**src/rtl/gpio_pkg.sv**
```systemverilog
// Register map and shared helpers for the memory-mapped GPIO peripheral.
// Offsets are word indices taken from address_in[5:2].
package gpio_pkg;

    localparam logic [3:0] GPIO_OUT     = 4'h0;
    localparam logic [3:0] GPIO_DIR     = 4'h1;
    localparam logic [3:0] GPIO_IN      = 4'h2;
    localparam logic [3:0] GPIO_SET     = 4'h3;
    localparam logic [3:0] GPIO_CLR     = 4'h4;
    localparam logic [3:0] GPIO_TGL     = 4'h5;
    localparam logic [3:0] GPIO_RISE_EN = 4'h6;
    localparam logic [3:0] GPIO_FALL_EN = 4'h7;
    localparam logic [3:0] GPIO_PENDING = 4'h8;

endpackage

```
**src/rtl/gpio_sync.sv**
```systemverilog
// WIDTH-wide, STAGES-deep synchroniser chain for asynchronous pad inputs.
module gpio_sync #(
    parameter int WIDTH  = 8,
    parameter int STAGES = 2
) (
    input  logic             clk,
    input  logic             reset,
    input  logic [WIDTH-1:0] d_in,
    output logic [WIDTH-1:0] q_out
);

    logic [WIDTH-1:0] chain_q [STAGES];
    logic [WIDTH-1:0] chain_d [STAGES];

    always_comb begin
        chain_d[0] = d_in;
        for (int i = 1; i < STAGES; i++) begin
            chain_d[i] = chain_q[i-1];
        end
    end

    always_ff @(posedge clk or posedge reset) begin
        if (reset) begin
            for (int i = 0; i < STAGES; i++) begin
                chain_q[i] <= '0;
            end
        end else begin
            chain_q <= chain_d;
        end
    end

    assign q_out = chain_q[STAGES-1];

endmodule

```
**src/rtl/gpio.sv**
```systemverilog
// GPIO peripheral: per-pin direction, atomic set/clear/toggle, synchronised
// input and rise/fall edge interrupts latched in a write-1-to-clear register.
module gpio #(
    parameter int               WIDTH       = 8,
    parameter int               SYNC_STAGES = 2,
    parameter logic [WIDTH-1:0] OUT_RESET   = '0
) (
    input  logic             clk,
    input  logic             reset,
    input  logic [WIDTH-1:0] pins_in,
    output logic [WIDTH-1:0] pins_out,
    output logic [WIDTH-1:0] pins_oe,
    output logic             irq_out,
    input  logic [31:0]      address_in,
    input  logic             sel_in,
    input  logic             read_in,
    output logic [31:0]      read_value_out,
    input  logic [3:0]       write_mask_in,
    input  logic [31:0]      write_value_in
);
    import gpio_pkg::*;

    logic [WIDTH-1:0] out_q, out_d, dir_q, dir_d;
    logic [WIDTH-1:0] rise_en_q, rise_en_d, fall_en_q, fall_en_d;
    logic [WIDTH-1:0] pending_q, pending_d, prev_q, prev_d;
    logic [WIDTH-1:0] sync_s, wr_bits, wr_val, w1c, rise, fall;
    logic [31:0]      lane_bits, val_masked;
    logic [3:0]       offset;
    logic             wr_en;
    logic             unused_bus;

    gpio_sync #(.WIDTH(WIDTH), .STAGES(SYNC_STAGES)) u_sync (
        .clk   (clk),
        .reset (reset),
        .d_in  (pins_in),
        .q_out (sync_s)
    );

    for (genvar gi = 0; gi < 4; gi++) begin : g_lane
        assign lane_bits[8*gi +: 8] = {8{write_mask_in[gi]}};
    end

    assign offset     = address_in[5:2];
    assign wr_en      = sel_in && (write_mask_in != 4'b0000);
    assign val_masked = write_value_in & lane_bits;
    assign wr_bits    = lane_bits[WIDTH-1:0];
    assign wr_val     = val_masked[WIDTH-1:0];
    assign rise       = sync_s & ~prev_q;
    assign fall       = ~sync_s & prev_q;
    // Reads have no side effects and bits above WIDTH are discarded.
    assign unused_bus = ^{address_in[31:6], address_in[1:0], read_in, val_masked, lane_bits};

    always_comb begin
        out_d     = out_q;
        dir_d     = dir_q;
        rise_en_d = rise_en_q;
        fall_en_d = fall_en_q;
        prev_d    = sync_s;
        w1c       = '0;
        if (wr_en) begin
            case (offset)
                GPIO_OUT:     out_d     = (out_q & ~wr_bits) | wr_val;
                GPIO_DIR:     dir_d     = (dir_q & ~wr_bits) | wr_val;
                GPIO_SET:     out_d     = out_q | wr_val;
                GPIO_CLR:     out_d     = out_q & ~wr_val;
                GPIO_TGL:     out_d     = out_q ^ wr_val;
                GPIO_RISE_EN: rise_en_d = (rise_en_q & ~wr_bits) | wr_val;
                GPIO_FALL_EN: fall_en_d = (fall_en_q & ~wr_bits) | wr_val;
                GPIO_PENDING: w1c       = wr_val;
                default:      ;
            endcase
        end
        // New events are ORed in after the clear so a same-cycle edge survives W1C.
        pending_d = (pending_q & ~w1c) | (rise & rise_en_q) | (fall & fall_en_q);
    end

    always_ff @(posedge clk or posedge reset) begin
        if (reset) begin
            out_q     <= OUT_RESET;
            dir_q     <= '0;
            rise_en_q <= '0;
            fall_en_q <= '0;
            pending_q <= '0;
            prev_q    <= '0;
        end else begin
            out_q     <= out_d;
            dir_q     <= dir_d;
            rise_en_q <= rise_en_d;
            fall_en_q <= fall_en_d;
            pending_q <= pending_d;
            prev_q    <= prev_d;
        end
    end

    always_comb begin
        read_value_out = '0;
        if (sel_in) begin
            case (offset)
                GPIO_OUT:     read_value_out[WIDTH-1:0] = out_q;
                GPIO_DIR:     read_value_out[WIDTH-1:0] = dir_q;
                GPIO_IN:      read_value_out[WIDTH-1:0] = sync_s;
                GPIO_RISE_EN: read_value_out[WIDTH-1:0] = rise_en_q;
                GPIO_FALL_EN: read_value_out[WIDTH-1:0] = fall_en_q;
                GPIO_PENDING: read_value_out[WIDTH-1:0] = pending_q;
                default:      ;
            endcase
        end
    end

    assign pins_out = out_q;
    assign pins_oe  = dir_q;
    assign irq_out  = |pending_q;

endmodule

```
**config.mk**
```make
export PLATFORM = sky130hd
export DESIGN_NAME = gpio
export DESIGN_NICKNAME = d
export VERILOG_FILES = /design/src/rtl/gpio_pkg.sv /design/src/rtl/gpio_sync.sv /design/src/rtl/gpio.sv
export SDC_FILE = /design/constraint.sdc
export NUM_CORES = 1
export LEC_CHECK = 0
export CAP_MARGIN = 20
export CORE_AREA = 2 2 140 74
export DETAILED_ROUTE_END_ITERATION = 10
export DIE_AREA = 0 0 142 76
export PLACE_DENSITY_LB_ADDON = 0.05
export SETUP_SLACK_MARGIN = 0.4
export SYNTH_ARGS = -nofsm -noshare
export SYNTH_HDL_FRONTEND = slang
export SYNTH_SLANG_ARGS = --single-unit
export TNS_END_PERCENT = 5
```
**constraint.sdc**
```tcl
create_clock -name clk -period 2.3 [get_ports clk]
set_clock_uncertainty 0.05 [all_clocks]
set_input_delay 0.46 -clock clk [delete_from_list [all_inputs] [get_ports clk]]
set_output_delay 0.46 -clock clk [all_outputs]
set_load 0.005 [all_outputs]
```
### M1 wires, run 1

The bar under the picture is 50 um long.
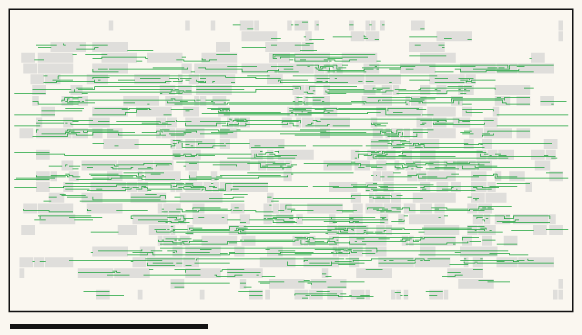
nets with wire on the layer: 354
wire length on this layer: 5100 um

### The metal 2 layer, run 1

The bar under the picture is 50 um long.
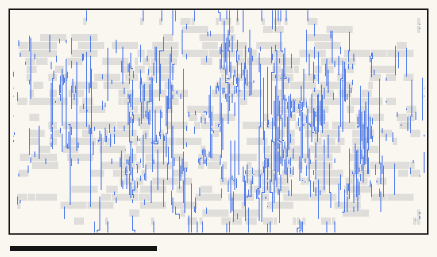
wire length on this layer: 3480 um
nets with wire on the layer: 343
main direction: vertical
detailed-route via count: 2419
final wirelength: 9.26 mm
global-route track usage on met2: 0.226

### Metal 3, run 1

The bar under the picture is 50 um long.
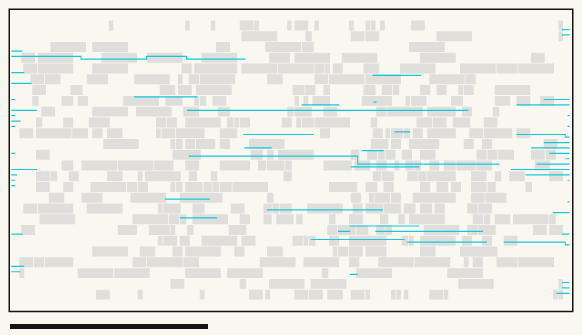
nets with wire on the layer: 51
share of all routed wire: 6.5%
longest straight run: 70.8 um
wire length on this layer: 598 um

### Congestion heat map, run 1

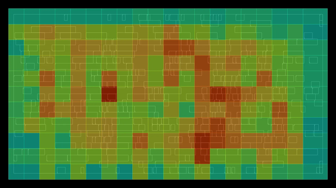
total track usage: 0.185
Most Crowded Layer GR: met1
DR WL/cell: 18.5 um
global routing usage on met1: 0.293

==> flow_summary_export.csv, run 1 <==
group,metric,value,unit
global_route,grt_antenna_before_repair,0,
floorplanning,die_width,142,um
clock_network,cts_hold_buf,0,
placed_design,port_buffers,51,
clock_network,cts-resized-gates,83,
cells_and_area,logic_gate_count,199,
drt,drc,0,
synth,synth_area,0.00327,mm2
drt,ant_nets,0,
power_and_ir_drop,p_leak,2.02,nW
power_and_ir_drop,p_clk,1.62,mW
synth,ys.flops,64,
critical_path,crit_end,"read_value_out[1]",
cells_and_area,final_cell_mix,"62 x dfrtp_1, 38 x clkdlybuf4s50_1, 29 x buf_4, 24 x conb_1, 22 x nand2_1",
synth,ys_top_logic_family,"multiplexers",
critical_path,r2r_slack,0.89,ns
clock_network,cts-root-buf,"clkbuf_16",
final_timing,finalHoldViolCount,0,
clock_network,insertion_delay,0.34,ns
power_and_ir_drop,p_total,3.73,mW
final_timing,slew_viol_final,0,
drt,wl_met2,3.48,mm
cells_and_area,comb_area,0.00158,mm2
drt,dr_wl_met3,598,um
cells_and_area,largestClassByArea,"registers",
cells_and_area,bufAreaShareNonClock,0.197,
synth,top_area_frac,0.490,
global_route,first_global_vias,2450,
power_and_ir_drop,p_comb,680,uW
synth,yosysSeqAreaShare,0.490,
drt,drt-vias-per-instance,4.82,
global_route,grt_pass1_wl,14.6,mm
floorplanning,core_area,0.00973,mm2
cells_and_area,drive_gt1_frac,0.319,
clock_network,postCtsSetupRepairBufs,13,
drt,dr.pass1.iters,4,
final_timing,fin_ws,0.186,ns
final_timing,finalCritPeriodShare,0.919,
synth,yosysCellCount,281,
power_and_ir_drop,seq_power_share,0.384,
cells_and_area,seq_area,0.00160,mm2
synth,ys_chip_area,0.00327,mm2
final_timing,timing.hold.ws,0.297,ns
floorplanning,num_tap_cells,126,
final_timing,rsz0062_at_grt,"true",
power_and_ir_drop,p_clk_frac,0.434,
power_and_ir_drop,ir_drop,0.327,mV
synth,synthTopCellsByArea,"dfrtp_1 49%, buf_4 6.4%, mux2_2 5.5%",
critical_path,crit_buf_inv,4,
power_and_ir_drop,p_sw_frac,0.255,
synth,yosysWarnings,0,
placed_design,place_ws,-0.576,ns
power_and_ir_drop,p_seq,1.43,mW
clock_network,cts_tree,"yes",
hold_path,hold_class,"flip-flop to flip-flop",
critical_path,worstReg2RegStart,"pins_out[6]$_DFFE_PP0P_",
synth,yosys.area_share.simple,0.112,
drt,wl_met1,5.10,mm
critical_path,crit_top_cell,"buf_6",
critical_path,critPathTopFamily,"buffers and inverters",
flow_run,warning_count,81,
cells_and_area,fin_cells,502,
placed_design,placed_area,0.00405,mm2
power_and_ir_drop,p_int,2.78,mW
clock_network,clockBufferDepth,2,
cells_and_area,final-clk-cell-share,0.0765,
cells_and_area,layout_top_cell,"dfrtp_1",
power_and_ir_drop,p_per_area,807,mW/mm2
critical_path,crit_chain,"buf_6, or3_1, buf_6, buf_8, o22ai_2, o21a_1, buf_2",
floorplanning,num_rows,26,
flow_run,drv_cap,0,
synth,async_reset_ff_frac,1.00,
final_timing,fin_tns_setup,0,ns
drt,dr.first_iter.drc_count,140,
placed_design,dp_cells,472,
critical_path,cp.arrival,1.60,ns
synth,synth.area.mux_share,0.141,
cells_and_area,num_antenna_cells,0,
floorplanning,dieArea,0.0108,mm2
final_timing,tightest_slew,0.753,ns
cells_and_area,utilization,0.476,
global_route,grt_remaining_overflow,0,
synth,synth-edff-count,0,
critical_path,r2r_end,"pins_out[6]$_DFFE_PP0P_",
synth,synthCells,281,
synth,yosys.area_share.xor_xnor,0.00268,
final_timing,max_freq,0.473,GHz
clock_network,h-tree-depth,3,
critical_path,crit_type,"primary input to output pin",
synth,compound_area_frac,0.135,
global_route,met3_usage,0.0635,
status,status,"complete, no violations",
final_timing,min_period,2.11,ns
critical_path,path_max_fanout,5,
final_timing,setup_viol,0,
cells_and_area,comb_share,0.342,
cells_and_area,syn2layout_area_growth,41.4,%
critical_path,startpoint,"address_in[2]",
placed_design,place_congestion,0.739,
cells_and_area,sh_seq_area,0.347,
cells_and_area,final_cell_area,0.00463,mm2
final_timing,slew-limit-headroom,0.496,
cells_and_area,clock_buffers,10,
synth,yosys.area_share.adder,0.0306,
critical_path,slowest_stage,"or3_1",
[run 1: worst min path at each step]
stage / from / end / slack [ns] / depth (start not counted)
detailed placement: u_sync.chain_d[3]$_DFF_PP0_ / u_sync.q_out[3]$_DFF_PP0_ / 0.28 / 0
global placement: u_sync.chain_d[1]$_DFF_PP0_ / u_sync.q_out[1]$_DFF_PP0_ / 0.28 / 0
global route: u_sync.chain_d[0]$_DFF_PP0_ / u_sync.q_out[0]$_DFF_PP0_ / 0.30 / 0
floorplan: u_sync.chain_d[0]$_DFF_PP0_ / u_sync.q_out[0]$_DFF_PP0_ / 0.28 / 0
CTS: u_sync.chain_d[3]$_DFF_PP0_ / u_sync.q_out[3]$_DFF_PP0_ / 0.30 / 0
finish: u_sync.chain_d[0]$_DFF_PP0_ / u_sync.q_out[0]$_DFF_PP0_ / 0.30 / 0
--- run 2 (diff from run 1) ---
GPL_TIMING_DRIVEN = 1   (was default)
### M1 wires, run 2

The bar under the picture is 50 um long.
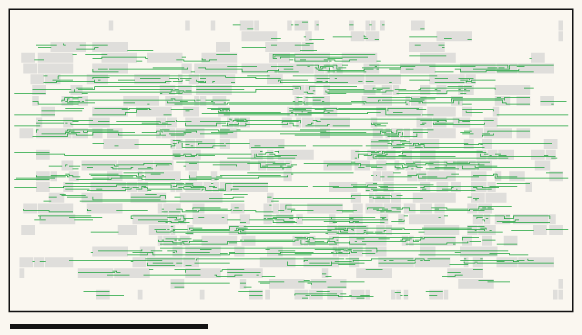
wire length on this layer: 5100 um
main direction: horizontal
share of all routed wire: 55%
nets with wire on the layer: 354

==> run 2 against run 1 <==
Against the previous run: final area is the same; setup slack stayed put; first-iteration DRC count is the same; critical path depth stayed put; critical path type unchanged; critical endpoint unchanged; maximum frequency did not move.
==> flow_summary_export.csv, run 2 <==
group,metric,value,unit
final_timing,finalCritPeriodShare,0.919,
drt,dr.first_iter.drc_count,140,
critical_path,path_max_fanout,5,
power_and_ir_drop,p_seq,1.43,mW
synth,synthTopCellsByArea,"dfrtp_1 49%, buf_4 6.4%, mux2_2 5.5%",
flow_run,warning_count,81,
cells_and_area,num_antenna_cells,0,
floorplanning,die_width,142,um
final_timing,min_period,2.11,ns
global_route,grt_pass1_wl,14.6,mm
cells_and_area,syn2layout_area_growth,41.4,%
synth,synth_area,0.00327,mm2
global_route,grt_use_total,0.185,
synth,yosys.area_share.xor_xnor,0.00268,
final_timing,tightest_slew,0.753,ns
drt,wl_met2,3.48,mm
flow_run,drv_cap,0,
cells_and_area,comb_area,0.00158,mm2
clock_network,clockBufferDepth,2,
critical_path,crit_end,"read_value_out[1]",
hold_path,hold_class,"flip-flop to flip-flop",
synth,ys.flops,64,
critical_path,worstReg2RegStart,"pins_out[6]$_DFFE_PP0P_",
synth,top_area_frac,0.490,
cells_and_area,sh_seq_area,0.347,
floorplanning,core_area,0.00973,mm2
critical_path,slowest_stage,"or3_1",
critical_path,crit_chain,"buf_6, or3_1, buf_6, buf_8, o22ai_2, o21a_1, buf_2",
floorplanning,dieArea,0.0108,mm2
status,status,"complete, no violations",
placed_design,place_congestion,0.739,
final_timing,finalHoldViolCount,0,
synth,synth.area.mux_share,0.141,
power_and_ir_drop,p_sw_frac,0.255,
cells_and_area,logic_gate_count,199,
critical_path,crit_top_cell,"buf_6",
floorplanning,num_tap_cells,126,
clock_network,cts-resized-gates,83,
global_route,grt_remaining_overflow,0,
drt,dr.pass1.iters,4,
hold_path,hold_path.startpoint,"u_sync.chain_d[0]$_DFF_PP0_",
power_and_ir_drop,p_per_area,807,mW/mm2
clock_network,cts-root-buf,"clkbuf_16",
final_timing,max_freq,0.473,GHz
drt,drt-vias-per-instance,4.82,
drt,wl_per_cell,18.5,um
power_and_ir_drop,p_clk,1.62,mW
synth,compound_area_frac,0.135,
cells_and_area,bufAreaShareNonClock,0.197,
floorplanning,num_rows,26,
clock_network,h-tree-depth,3,
cells_and_area,comb_share,0.342,
synth,yosys.area_share.adder,0.0306,
clock_network,postCtsSetupRepairBufs,13,
power_and_ir_drop,p_int,2.78,mW
placed_design,port_buffers,51,
cells_and_area,largestClassByArea,"registers",
global_route,first_global_vias,2450,
hold_path,min_to,"u_sync.q_out[0]$_DFF_PP0_",
critical_path,r2r_slack,0.89,ns
power_and_ir_drop,p_comb,680,uW
power_and_ir_drop,p_leak,2.02,nW
final_timing,rsz0062_at_grt,"true",
clock_network,cts_hold_buf,0,
drt,wl_met1,5.10,mm
final_timing,slew-limit-headroom,0.496,
synth,synth-edff-count,0,
power_and_ir_drop,ir_drop,0.327,mV
cells_and_area,layout_top_cell,"dfrtp_1",
critical_path,crit_type,"primary input to output pin",
final_timing,slew_viol_final,0,
global_route,grt_antenna_before_repair,0,
### Metal 3, run 2

The bar under the picture is 50 um long.
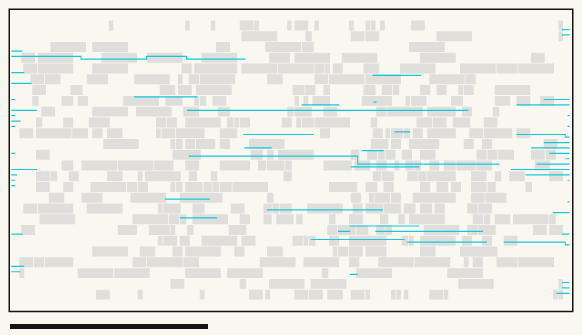
wire length on this layer: 598 um
share of all routed wire: 6.5%
main direction: horizontal
longest straight run: 70.8 um

run 2: per-layer routing:
layer	vias up	global-route usage
met1	1181	0.293
met2	77	0.226
met3	8	0.0635
met5	-	0
li1	1153	-
met4	0	0.0600
run 2: metrics by stage:
stage	utilization	power [mW]	cells	setup TNS [ns]	setup WS (ns)
6_report	0.476	3.73	502	0	0.186
5_1_grt	0.476	3.92	502	0	0.128
3_5_place_dp	0.416	2.06	472	-7.09	-0.576
4_1_cts	0.475	3.77	501	0	0.200
2_1_floorplan	-	1.76	304	0	0.407
3_3_place_gp	0.416	2.06	472	-6.81	-0.619
run 2: worst max-delay path, delay by kind of cell:
kind / cells / cell delay (ns)
AOI/OAI and AO/OA: 2 / 0.27
buffers and inverters: 4 / 0.49
and+or+nand+nor: 1 / 0.38
Power is estimated from default activity; no workload was simulated.
